run_1/class_map.png
(4 px per µm) Fill, decap, tap and diode cells in gray.
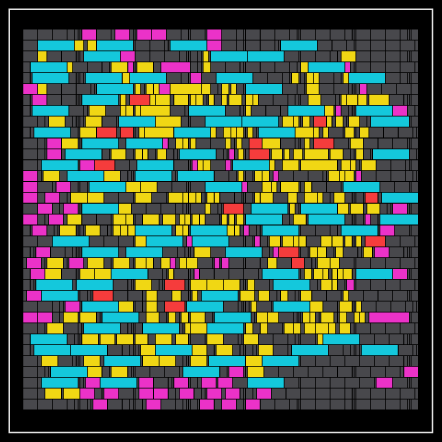
run_1/m2.png
(4 px per µm) Cells faint in the background.
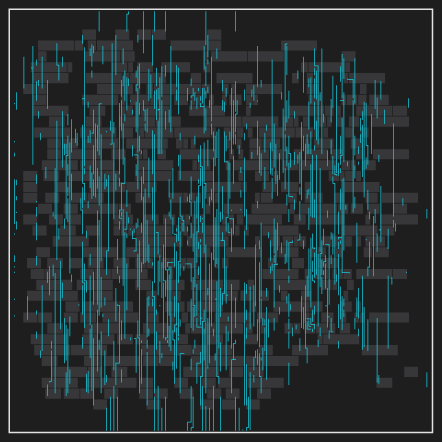
run_1/clock_nets.png
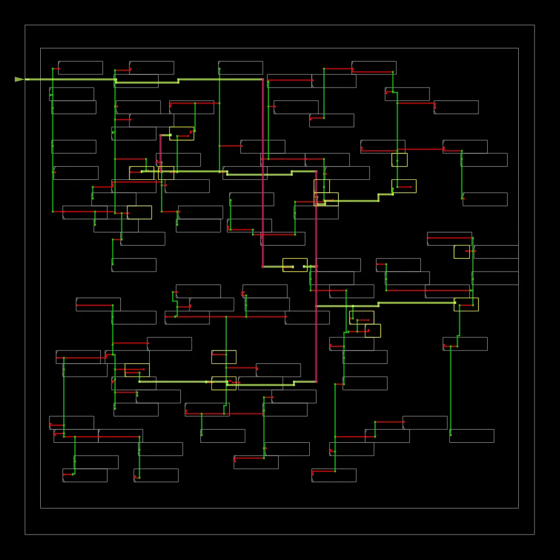
==> config.mk <==
export PLATFORM = sky130hd
export DESIGN_NAME = spi_regfile_rw
export DESIGN_NICKNAME = d
export VERILOG_FILES = /design/src/rtl/spi_regfile_rw.sv
export SDC_FILE = /design/constraint.sdc
export NUM_CORES = 1
export LEC_CHECK = 0
export CORE_MARGIN = 3
export CORE_UTILIZATION = 42
export CTS_BUF_LIST = sky130_fd_sc_hd__clkbuf_4 sky130_fd_sc_hd__clkbuf_8 sky130_fd_sc_hd__clkbuf_16
export DETAILED_ROUTE_END_ITERATION = 6
export GPL_TIMING_DRIVEN = 0
export PLACE_DENSITY = 0.63
export SLEW_MARGIN = 40
export SYNTH_ARGS = -nofsm -noshare
export SYNTH_HDL_FRONTEND = slang
export SYNTH_SLANG_ARGS = --single-unit
==> constraint.sdc <==
create_clock -name clk -period 2.3 [get_ports clk]
set_input_delay 0.46 -clock clk [delete_from_list [all_inputs] [get_ports clk]]
set_output_delay 0.46 -clock clk [all_outputs]
set_load 0.02 [all_outputs]
==> results.txt, run 1 <==
run metrics: status finished, final reports clean, fmax 0.451 GHz, syn_area_per_cell 11.2 µm², Placement Cell Area around 0.005 mm², CP Cell Sequence or4_2 -> nor4_4 -> buf_4 -> nand3_4 -> mux2_2, n_diodes 0, final setup fails 0, Largest register FFs around 40, DR vias/cell roughly 5.3, CTS max path bufs 2, cell count of the worst reg-to-reg path 5, Tightest Pin Transition between 700 and 800 ps, vias in the first global route approximately 3,000, hold crit path type reg -> reg, Tmin final between 2000 and 2500 ps, overall die width 105 µm, antenna violations before repair 0, final tally of hold violations 0, yosys cell count 370, Nets ~450, DRC 0, Final Max Slew Viols 0, hold depth 0, crit path DAT approximately 2500 ps, power per cell area 532 mW/mm², Fin Setup TNS 0 ps, max cap viols 0, P_leak 0.00222 µW, CP peak stage delay ~750 ps, Syn Nets 378, H-tree depth 3, kind of critical path reg -> reg, Area Overhead vs Synth 25.0%, first-pass GRT wire length between 15,000 and 20,000 µm, CTS tree built, r2r setup slk 80 ps, layout cells sized above 1 a little under a fifth, main flop type dfrtp_1, wire length per cell between 15 and 20 µm, CP max-delay cell or4_2, Die Ht 105 µm, Final HPWL DP roughly 7000 µm, Top-area cell share between 50% and 60%, CP Capture Type flop, Mapped Cells about 370, pin count of the biggest net entering global routing between 50 and 60, Yosys top cell by area dfrtp_1, Yosys Chip Area roughly 0.0042 mm², fp_density ~44%, largest cells by area after synthesis dfrtp_1, mux2_2, nand2_1, unrepaired setup endpoints after global routing false, chip footprint between 0.01 and 0.015 mm², All-Layer GR Usage between 10% and 20%, number of DRC markers in iteration 0 around 150, port bufs about 55, Finished Cell Area about 0.0052 mm², tool warning count 27, total grt overflow 0, synthesized area ~0.0042 mm²
## Picture notes: class_map.png
legend:
  cyan:
    class: registers
    cells: 90
  red:
    class: clock drivers and dummy loads
    cells: 16
  magenta:
    class: remaining buffers and delay cells
    cells: 81
  yellow:
    class: remaining logic cells
    cells: 259
Core ar.: 0.00942 mm²
utilization after layout: 55.1%

## Picture notes: m2.png
wire length on this layer: 4,540 µm
share of all routed wire: 46%
nets with wire on the layer: 380
main direction: vertical
longest straight run: 54.7 µm
via count: 3,056
routed wire length: 9900 µm
met2 usage: 28.5%

## Picture notes: clock_nets.png
P_clk: 1050 µW
Late-Pin Clk Latency: 370 ps
count of clock buffers in the final design: 11
CTS Buf Count: 9
Sink Count: 90

run 1: per-layer routing:
layer,routed length (µm),GRT usage (%)
met1,4770,26.9
met2,4540,28.5
met3,504,4.84
met4,89,3.37
met5,0,0
run 1: layout make-up:
type / instances / area, µm² / share of cell area [%]
Tap cell: 129 / 161 / 3.11
Multi-Input combinational cell: 250 / 1840 / 35.4
Sequential cell: 90 / 2250 / 43.4
Clock inverter: 5 / 43.8 / 0.844
Timing Repair Buffer: 60 / 624 / 12.0
Inverter: 9 / 33.8 / 0.651
Buffer: 21 / 82.6 / 1.59
Clock buffer: 11 / 151 / 2.92
run 1: synth_stat cells (5+ instances only):
cell type,number
inv_1,9
a211oi_1,5
o21ai_0,11
nor2_1,16
dfrtp_1,88
a21oi_1,27
mux2_2,42
o2bb2ai_1,5
clkbuf_1,17
nor3_1,6
nand2_1,44
o211ai_1,5
mux2i_1,16
and2_1,8
nand3_1,5
run 1: critical path: cells and delay by family (launching register included):
family,cells,cell delay [ps]
and+or+nand+nor,3,1170
DFF,1,400
muxes,1,330
buffers and inverters,1,200
run 1: logic make-up (layout without fill, tap and decap cells):
logic type / Yosys count / after routing / share of synthesized area, %
mux: 58 / 58 / 15.2
flops: 90 / 90 / 54.3
fa+ha+maj: 3 / 3 / 0.904
compound gates: 71 / 71 / 11.0
buf+inv: 30 / 106 / 2.74
simple gates: 115 / 115 / 15.2
xor+xnor: 3 / 3 / 0.633
run 1: timing repair:
action,in CTS,in global routing
setup endpoints to repair,40,23
hold endpoints to repair,21,0
gates resized,4,6
setup buffers,3,0
hold buffers,1,0
pin swaps,2,0
run 1: placed cells by master, fill, tap and decap left out, types with 3 or more instances in the layout:
master,n
nor2_1,16
clkinv_4,3
nor3b_1,3
nor3_1,5
inv_1,9
dfrtp_1,88
ha_1,3
o21ai_0,11
nor2b_1,3
nand3b_1,3
a21oi_1,27
o22ai_1,3
o211ai_1,5
mux2_2,42
clkdlybuf4s50_1,54
mux2i_1,16
clkbuf_1,16
nand3_1,5
o2bb2ai_1,5
a211oi_1,5
clkbuf_8,11
a211o_1,3
nand2_1,44
and2_1,8
run 1: report_power, final:
part	leakage, µW	internal, µW	switching, µW
logic	0.000874	34.3	77.6
registers	0.00124	1590	9.48
clock network	0.000101	465	584
total	0.00222	2090	671
run 1: through the flow:
step	hold slack (ps)	setup WS (ps)	std cells	power, µW	util (%)
after detailed placement	335	-157	555	1740	52.0
after global routing	358	1.94	575	2890	55.1
after CTS	355	9.42	575	2800	54.8
final	353	80.4	575	2760	55.1
after floorplan	164	204	370	1680	-
after global placement	334	-2630	554	1740	51.7
==> run 2: changes to the inputs <==
--- a/config.mk
+++ b/config.mk
@@ -9,7 +9,6 @@
 export CORE_UTILIZATION = 42
 export CTS_BUF_LIST = sky130_fd_sc_hd__clkbuf_4 sky130_fd_sc_hd__clkbuf_8 sky130_fd_sc_hd__clkbuf_16
 export DETAILED_ROUTE_END_ITERATION = 6
-export GPL_TIMING_DRIVEN = 0
 export PLACE_DENSITY = 0.63
 export SLEW_MARGIN = 40
 export SYNTH_ARGS = -nofsm -noshare
run_2/port_trees.png
(4 px per µm)
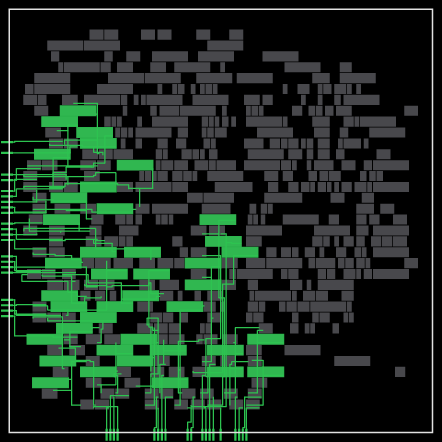
legend:
  green:
    port: `regs_flat`
    bits: 40
    direction: output
    end_cells: 40
    buffers: 40
    wire: 1,590 µm
port bufs: 55
Boundary Pins: 56

run_2/class_map.png
(4 px per µm) Fill, decap, tap and diode cells in gray.
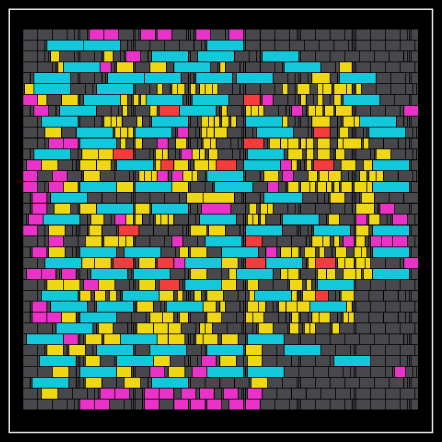
legend:
  magenta:
    class: remaining buffers and delay cells
    cells: 75
  cyan:
    class: registers
    cells: 90
  yellow:
    class: remaining logic cells
    cells: 259
  red:
    class: clock drivers and dummy loads
    cells: 16
Finished Cell Area: 0.00515 mm²
fraction of area in registers: 43.8%
utilization after layout: 54.7%
row count: 35

run_2/clock_wires.png
(4 px per µm)
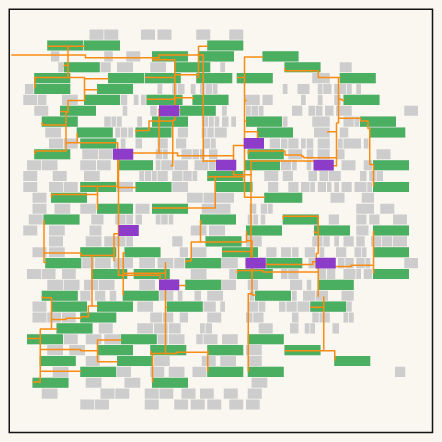
legend:
  purple:
    item: clock-net drivers
    count: 9
  orange:
    item: clock wires
    length: 1,060 µm
  green:
    item: flip-flops
    count: 90
flops lie: widely spread
routed clock nets: 10
Layout Skew: 14.2 ps
Clk pwr share: 39.1%
P_clk: 1100 µW

==> run 2 against run 1 <==
Core utilization fell by 0.44 points. First-iteration DRC count rose by 13%. Critical path depth fell by 1. Power rose by 1.7%. Count of clock-buffer cells in the layout fell by 1. Sequential share of layout area rose by 0.35 points. Worst hold slack got worse by 270 ps. Clock skew barely moved. Worst setup slack got worse by 55 ps. Flip-flop count did not move. Sequential power barely moved. Critical path type unchanged.
==> results.txt, run 2 <==
run metrics: status finished, final reports clean (unchanged), simple share 15.2% (unchanged), Yosys top cell by area dfrtp_1 (unchanged), crit path DAT 2530 ps (was 2470 ps), n_diodes 0 (unchanged), total grt overflow 0 (unchanged), Comb pwr share 4.1% (about the same), Area Overhead vs Synth 24.0% (was 25.0%), Place WS 33.6 ps (was -157 ps), CTS resizes 0 (was 4), DR vias/cell 5.34 (was 5.31), layout cells sized above 1 20.7% (was 18.2%), max cap viols 0 (unchanged), Final Max Slew Viols 0 (unchanged), Top logic family multiplexers (unchanged), Largest register FFs 40 (unchanged), Post-CTS Setup Repair Bufs 0 (was 3), CP max-delay cell dfstp_2 (was or4_2), yosys cell count 370 (unchanged), Fin Setup TNS 0 ps (unchanged), main flop type dfrtp_1 (unchanged), top logic cells by instance count in the layout dfrtp_1, clkdlybuf4s50_1, nand2_1 (unchanged), # hold bufs at CTS 0 (was 1), area fraction in mux cells 15.2% (unchanged), unrepaired setup endpoints after global routing true (was false), All-Layer GR Usage 18.9% (was 18.6%), synthesized area 0.00415 mm² (unchanged), Switching Share 25.7% (was 24.3%), fmax 0.440 GHz (was 0.451 GHz), final std cells w/o fill 569 (was 575), DRC 0 (unchanged), via count 3,036 (was 3,056), wire length per cell 17.4 µm (was 17.2 µm), P_leak 0.00218 µW (was 0.00222 µW), CP Capture Type flop (unchanged), syn_area_per_cell 11.2 µm² (unchanged), Late-Pin Clk Latency 370 ps (about the same)
[run 2: cell counts after synthesis]
Identical to the previous run, type by type.
[run 2: cell type report]
| cell class | count | area [µm²] |
|---|---|---|
| inverter | 9 | 33.8 |
| timing repair buffer | 75 | 711 |
| multi-input combinational | 250 | 1790 |
| tap | 129 | 161 |
| clock inverter | 6 | 62.6 |
| fill | 850 | 4270 |
| sequential | 90 | 2250 |
| clock buffer | 10 | 138 |
[run 2: per-stage QoR]
stage	area (µm²)	utilization, %	hold WS (ps)
after CTS	5150	54.7	106
after global placement	4950	52.6	334
after detailed placement	4950	52.6	345
after floorplan	4150	-	164
final	5150	54.7	87.3
after global routing	5150	54.7	114
[run 2: cell families (layout without fill, tap and decap cells)]
| logic type | after synthesis | in the layout |
|---|---|---|
| simple gates | 115 | 115 |
| buf+inv | 30 | 100 |
| fa+ha+maj | 3 | 3 |
| flops | 90 | 90 |
| xor+xnor | 3 | 3 |
| compound gates | 71 | 71 |
| mux | 58 | 58 |
[run 2: worst register-to-register path, delay by kind of cell, from the launching register on]
kind | cells | cell delay (ps)
AND/OR/NAND/NOR | 3 | 1270
multiplexers | 1 | 370
flip-flops | 1 | 530
[run 2: metal layers]
layer	wire, µm	vias up	GRT usage [%]
met2	4610	65	28.7
met4	141	0	4.59
li1	-	1446	-
met3	416	12	4.29
met5	0	-	0
met1	4720	1513	27.5
[run 2: power by group through the flow]
| stage | clock network [µW] | logic (µW) | registers (µW) |
|---|---|---|---|
| global route | 1210 | 131 | 1600 |
| CTS | 1140 | 119 | 1600 |
| detailed placement | 0 | 118 | 1630 |
| global placement | 0 | 117 | 1630 |
| floorplan | 0 | 46.7 | 1630 |
| finish | 1100 | 116 | 1600 |
Power and IR drop assume default switching activity.
